==> images/gate_families.png <==
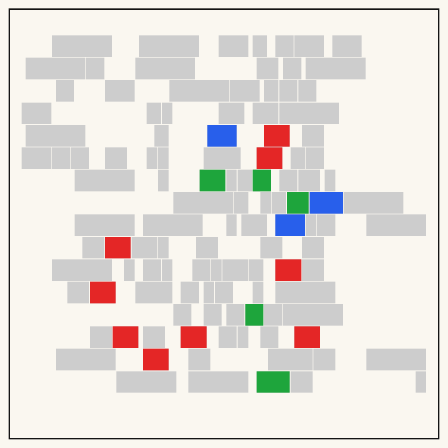
==> images/final_congestion.png <==
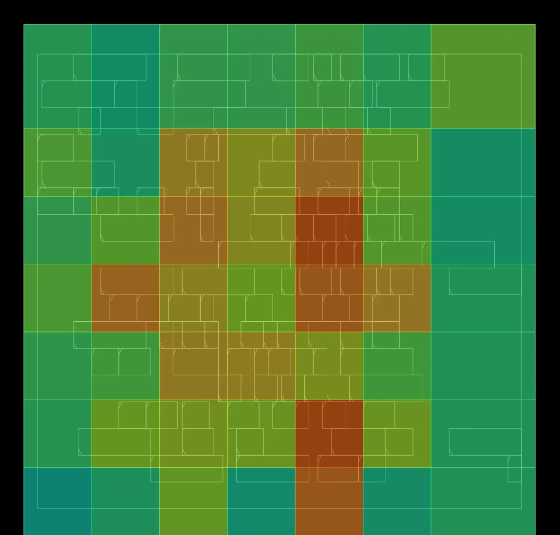
==> images/metal_stack.png <==
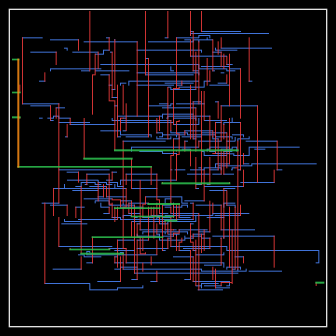
### src/rtl/coin_acceptor.sv
// coin_acceptor
//
// Front end for the vending machine FSM. Synchronizes and debounces the two
// raw coin sensors, then emits one single-cycle coin code per physical coin
// (01 = 1 unit, 10 = 2 units). Inhibited insertions and insertions where both
// sensors are active emit a single-cycle reject pulse instead.
//
// Optional feature macro: COIN_JAM_DETECT_EN
//   defined   : a sensor held high too long after acceptance latches a sticky
//               jam fault; all sensors are ignored until reset.
//   undefined : no jam logic; jam is tied low and release is awaited forever.
//
// Parameters
//   DB_CYCLES  consecutive stable samples to accept a press/release (2..255)
//   JAM_CYCLES high samples in REL before jam (DB_CYCLES+1 .. 2^CNT_W-1)
//   CNT_W      width of the debounce/jam counters
//
// Ports
//   clk   in   rising-edge clock
//   rst   in   synchronous active-high reset
//   s1    in   raw 1-unit sensor (asynchronous)
//   s2    in   raw 2-unit sensor (asynchronous)
//   inh   in   inhibit, sampled at the accept edge (synchronous to clk)
//   coin  out  registered one-cycle coin code
//   rej   out  registered one-cycle reject pulse
//   jam   out  sticky jam flag
//
// Handshake: coin/rej are unqualified one-cycle strobes; the consumer must
// act on them in the cycle they are high, there is no backpressure.
//
// The FSM state is held in the named signal "state" so checkers can be bound
// to it directly.

module coin_acceptor #(
  parameter int DB_CYCLES  = 4,
  parameter int JAM_CYCLES = 1000,
  parameter int CNT_W      = 10
) (
  input  logic       clk,
  input  logic       rst,
  input  logic       s1,
  input  logic       s2,
  input  logic       inh,
  output logic [1:0] coin,
  output logic       rej,
  output logic       jam
);

  // Elaboration-time guard on the legal parameter ranges.
  if (DB_CYCLES < 2 || DB_CYCLES > 255 || JAM_CYCLES <= DB_CYCLES ||
      JAM_CYCLES > (2 ** CNT_W) - 1) begin : g_param_check
    $error("coin_acceptor: illegal DB_CYCLES/JAM_CYCLES/CNT_W combination");
  end

  localparam logic [CNT_W-1:0] DB_LAST = CNT_W'(DB_CYCLES - 1);

  typedef enum logic [1:0] {
    IDLE,
    DEB,
    REL
`ifdef COIN_JAM_DETECT_EN
    ,
    JAM
`endif
  } state_t;

  state_t state;

  // Two-flop synchronizers; only q1/q2 are seen by the FSM.
  logic s1_meta, s2_meta;
  logic q1, q2;
  logic [1:0] pat;

  always_ff @(posedge clk) begin
    if (rst) begin
      s1_meta <= 1'b0;
      s2_meta <= 1'b0;
      q1      <= 1'b0;
      q2      <= 1'b0;
    end else begin
      s1_meta <= s1;
      s2_meta <= s2;
      q1      <= s1_meta;
      q2      <= s2_meta;
    end
  end

  assign pat = {q2, q1};

  // cnt counts press samples in DEB and consecutive zero samples in REL.
  logic [CNT_W-1:0] cnt;
  logic [1:0]       typ;

`ifdef COIN_JAM_DETECT_EN
  localparam logic [CNT_W-1:0] JAM_LAST = CNT_W'(JAM_CYCLES - 1);
  // High-time counter in REL; JAM is entered on the JAM_CYCLES-th high
  // sample, so it never needs to count past JAM_LAST.
  logic [CNT_W-1:0] hcnt;
`else
  assign jam = 1'b0;
`endif

  always_ff @(posedge clk) begin
    if (rst) begin
      state <= IDLE;
      cnt   <= '0;
      typ   <= 2'b00;
      coin  <= 2'b00;
      rej   <= 1'b0;
`ifdef COIN_JAM_DETECT_EN
      hcnt  <= '0;
      jam   <= 1'b0;
`endif
    end else begin
      // Outputs are strobes: cleared every cycle unless an accept fires.
      coin <= 2'b00;
      rej  <= 1'b0;
      case (state)
        IDLE: begin
          if (pat != 2'b00) begin
            state <= DEB;
            typ   <= pat;
            cnt   <= CNT_W'(1);
          end
        end

        DEB: begin
          if (pat != typ) begin
            // Any change (drop, or a second sensor joining) restarts; IDLE
            // re-latches the new pattern on its next sample.
            state <= IDLE;
            cnt   <= '0;
          end else if (cnt == DB_LAST) begin
            state <= REL;
            cnt   <= '0;
`ifdef COIN_JAM_DETECT_EN
            hcnt  <= '0;
`endif
            if (inh || typ == 2'b11) begin
              rej <= 1'b1;
            end else begin
              coin <= typ;
            end
          end else begin
            cnt <= cnt + CNT_W'(1);
          end
        end

        REL: begin
          if (pat == 2'b00) begin
            if (cnt == DB_LAST) begin
              state <= IDLE;
              cnt   <= '0;
            end else begin
              cnt <= cnt + CNT_W'(1);
            end
          end else begin
            cnt <= '0;
`ifdef COIN_JAM_DETECT_EN
            if (hcnt == JAM_LAST) begin
              state <= JAM;
              jam   <= 1'b1;
            end else begin
              hcnt <= hcnt + CNT_W'(1);
            end
`endif
          end
        end

`ifdef COIN_JAM_DETECT_EN
        JAM: begin
          // Sensors ignored; only reset leaves this state.
          state <= JAM;
        end
`endif

        default: begin
          state <= IDLE;
          cnt   <= '0;
        end
      endcase
    end
  end

endmodule

### config.mk
export PLATFORM = sky130hd
export DESIGN_NAME = coin_acceptor
export DESIGN_NICKNAME = d
export VERILOG_FILES = /design/src/rtl/coin_acceptor.sv
export SDC_FILE = /design/constraint.sdc
export NUM_CORES = 1
export LEC_CHECK = 0
export CORE_UTILIZATION = 40
export DETAILED_ROUTE_END_ITERATION = 8
export PLACE_DENSITY_LB_ADDON = 0.12
export SETUP_SLACK_MARGIN = 0.02
export SLEW_MARGIN = 15
export SYNTH_ARGS = -nofsm -noshare
export SYNTH_HDL_FRONTEND = slang
export SYNTH_SLANG_ARGS = --single-unit
export TNS_END_PERCENT = 30
### constraint.sdc
create_clock -name clk -period 4.4 [get_ports clk]
set_input_delay 0.44 -clock clk [delete_from_list [all_inputs] [get_ports clk]]
set_output_delay 0.44 -clock clk [all_outputs]
set_load 0.05 [all_outputs]
==> impl_metrics.toml <==
# implementation run metrics
[yosys]
yosysWarnings = 0
syn-cell-area_um2 = 1000
fp_nets = 115
yosys_area_um2 = 1000
synth_cells = 109
ys_seq_share_pct = 42.1
synth_cell_types = 36
yosysCellCount = 109
ys_ff = 21
topCellsByArea = "dfxtp_1, a211oi_1, nor4_1"
top_cell_area_share_pct = 42.1
syn_area_per_cell_um2 = 9.17
largest_area_cell = "dfxtp_1"

[place]
dp_hpwl_um = 1330
place_congestion = 0.814
place_worst_setup_slack_ns = 2.56
port_buffers = 7

[clock_tree]
clkSinkCount = 21
holdBufCountCts = 0
ctsLongestPathBuffers = 2
cts.clk_slew.worst_paths_ns = 0.12
cts_buffers = 3
insertion_delay_ns = 0.31
h-tree-depth = 1
cts_setup_buffers = 0
cts_resized = 0
cts_tree = "yes"
root_buffer = "clkbuf_4"

[worst_setup_path]
crit_start = "coin[0]"
path_class = "register to primary output"
rrSetupSlack_ns = 2.53
cp_num_buf_inv = 1
regToRegStartpoint = "q2"
end_kind = "primary output"
crit_arrival_ns = 1.44
regToRegEndpoint = "cnt[9]"
worst_setup_path_start_kind = "register"
cp_cell_sequence = "clkdlybuf4s50_1"
cpPeakStageDelay_ns = 0.80
path_max_fanout = 1
crit_slowest_cell = "clkdlybuf4s50_1"
rr_worst_depth = 4
cp.required_ns = 3.96
cpLargestDelayFamily = "buffers and inverters"

[power_and_ir_drop]
p_int_w = 0.000244
power_density_nw_per_um2 = 300
total_power_w = 0.000334
p_comb_share_pct = 10.8
power.share.sequential_pct = 60.4
switching_share_pct = 26.9
power.leakage_nw = 0.335
clkPwrFrac_pct = 28.8
switchingPower_w = 0.0000900
ir_drop_uv = 204

[flow_run]
log.warning_count = 26
maxCapViolCount = 0

[cells_and_area]
num-nets-final = 122
syn_to_final_growth_pct = 11.3
fill_cells = 209
drive_gt1_share_pct = 10.4
num_antenna_cells = 0

[drt]
drtAntennaViolNets = 0
avgViaCountPerCell = 5.80
drt_iter0_markers = 21
first_pass_iters = 4
drc = 0

[sta]
period_used_pct = 42.8
fin_skew_ns = 0.00179
tightest_slew_ns = 0.784
final.min_clock_period_ns = 1.88
hold_violations = 0
slew_headroom_pct = 47.5
timing.final.ws_setup_ns = 2.52
setup_viol = 0
finalSetupTns_ns = 0
slew_viol_final = 0
rsz0062_at_grt = "false"
fmax_mhz = 531

[hold_path]
min_from = "s1_meta"
hold-path-endpoint = "q1"
hold_depth = 1
min_path_type = "register to register"

[die]
placementRows = 17
coreArea_um2 = 2280
fp_util_pct = 43.9
die_h_um = 52.0
dieWidth_um = 52.0
die_area_um2 = 2700
ioPinCount = 9

[outcome]
status = "complete, no violations"

[grt]
antenna_found_initial = 0
grt_first_pass_wirelength_um = 3280
grt_pass1_vias = 724
gr-total-overflow = 0
grt_max_degree = 22
Notes on gate_families.png above:
legend:
  green:
    family: AND and OR gates
    cells: 5
  red:
    family: XOR/XNOR gates
    cells: 9
  blue:
    family: AND-OR and OR-AND gates
    cells: 3
most frequent logic cell in the layout: dfxtp_1
logic gate fraction of the total cell area: 49.0%
Final Instance Count excl. Fillers: 143

Notes on final_congestion.png above:
WL per Instance: 13.4 um
gr busiest metal: met1
Finished Core Util: 48.9%
GRT Util Overall: 16.8%
met3 Usage GRT: 6.14%

Notes on metal_stack.png above:
legend:
  orange:
    layer: met4
    wire_length: 17.7 um
  green:
    layer: met3
    wire_length: 111 um
  red:
    layer: met2
    wire_length: 801 um
  blue:
    layer: met1
    wire_length: 985 um
Routed Wire Length: 1910 um
number of vias in the routed layout: 830

-- state kept, by name (all words and copies together), names as in the netlist --
signal and flops:
cnt 10, coin 2, state 2, typ 2, q1 1, q2 1, rej 1, s1_meta 1
s2_meta 1
-- layer usage --
metal  track usage [%]  wire length, um  up-vias
li1                  -                -      423
met1              23.6              984      380
met2              23.3              800       25
met3              6.14              111        2
met4              5.41               17        0
met5                 0                0        -
-- worst max path at each step --
stage	cells past startpoint	endpoint	slack [ns]
6_report	1	coin[0]	2.52
5_1_grt	4	cnt[9]	2.40
4_1_cts	1	coin[1]	2.50
3_5_place_dp	4	cnt[9]	2.56
3_3_place_gp	4	cnt[9]	2.58
2_1_floorplan	4	cnt[9]	2.72
-- through the flow --
step	instance area, um^2	utilization, %	hold slack (ns)	instances
floorplan	1000	-	0.414	109
global placement	1080	47.6	0.419	139
detailed placement	1080	47.6	0.429	139
CTS	1110	48.9	0.459	143
global route	1110	48.9	0.471	143
finish	1110	48.9	0.452	143
-- synth_stat cells --
library cell  count
nand3b_1          1
nand4b_1          1
nand2_1          10
dfxtp_1          21
buf_4             1
or4_4             1
o221a_2           1
nor4_2            1
xnor2_1           5
conb_1            1
or2b_1            1
o211ai_1          1
a211oi_1          7
o2bb2ai_1         1
or3_1             1
xor2_1            4
inv_1             3
o31ai_1           1
o21ba_2           2
or4_2             1
a221oi_1          1
or2_2             1
a221oi_2          1
nor4b_1           1
ha_1              1
nor4_1            7
o2111ai_1         1
nor2_1            3
a22oi_1           1
nand2b_1          4
nor3_1            3
a21oi_1           4
clkbuf_1          4
o21ai_0           2
nor2b_1           5
nand4_1           5
-- worst reg2reg max path, delay by kind of cell, from the launching register on --
| family | cells | cell delay [ns] |
|---|---|---|
| flops | 1 | 0.50 |
| simple gates | 3 | 1.05 |
| compound gates | 1 | 0.23 |
-- cell usage in the layout (no fill, tap or decap), types with 4 or more instances in the layout --
cell / netlist / layout
a211oi_1: 7 / 7
a21oi_1: 4 / 4
clkdlybuf4s50_1: 0 / 7
dfxtp_1: 21 / 21
nand2_1: 10 / 10
nand2b_1: 4 / 4
nand4_1: 5 / 5
nor2b_1: 5 / 5
nor4_1: 7 / 7
xnor2_1: 5 / 5
xor2_1: 4 / 4
-- power groups by stage --
stage | sequential, W | clock [W] | combinational, W
floorplan | 0.000204 | 0 | 0.0000292
global placement | 0.000206 | 0 | 0.0000360
detailed placement | 0.000206 | 0 | 0.0000360
CTS | 0.000202 | 0.000103 | 0.0000362
global route | 0.000203 | 0.000113 | 0.0000402
finish | 0.000202 | 0.0000961 | 0.0000362
-- logic make-up after synthesis --
family	share of synthesized area [%]
DFF	42.1
and+or+nand+nor	27.3
xor gates and xnor gates	7.88
other	0.375
AOI/OAI and AO/OA	17.8
buffers and inverters	3.38
adders and majority gates	1.25
-- final cells by class --
| type | count | area [um^2] | area share, % |
|---|---|---|---|
| tap | 28 | 35.0 | 3.15 |
| multi-input combinational | 80 | 546 | 49.0 |
| clock inverter | 1 | 7.51 | 0.675 |
| clock buffer | 3 | 22.5 | 2.02 |
| timing repair buffer | 7 | 70.1 | 6.30 |
| inverter | 3 | 11.3 | 1.01 |
| sequential | 21 | 420 | 37.8 |
Power figures rest on the tool's default switching activity, not on a simulated workload.
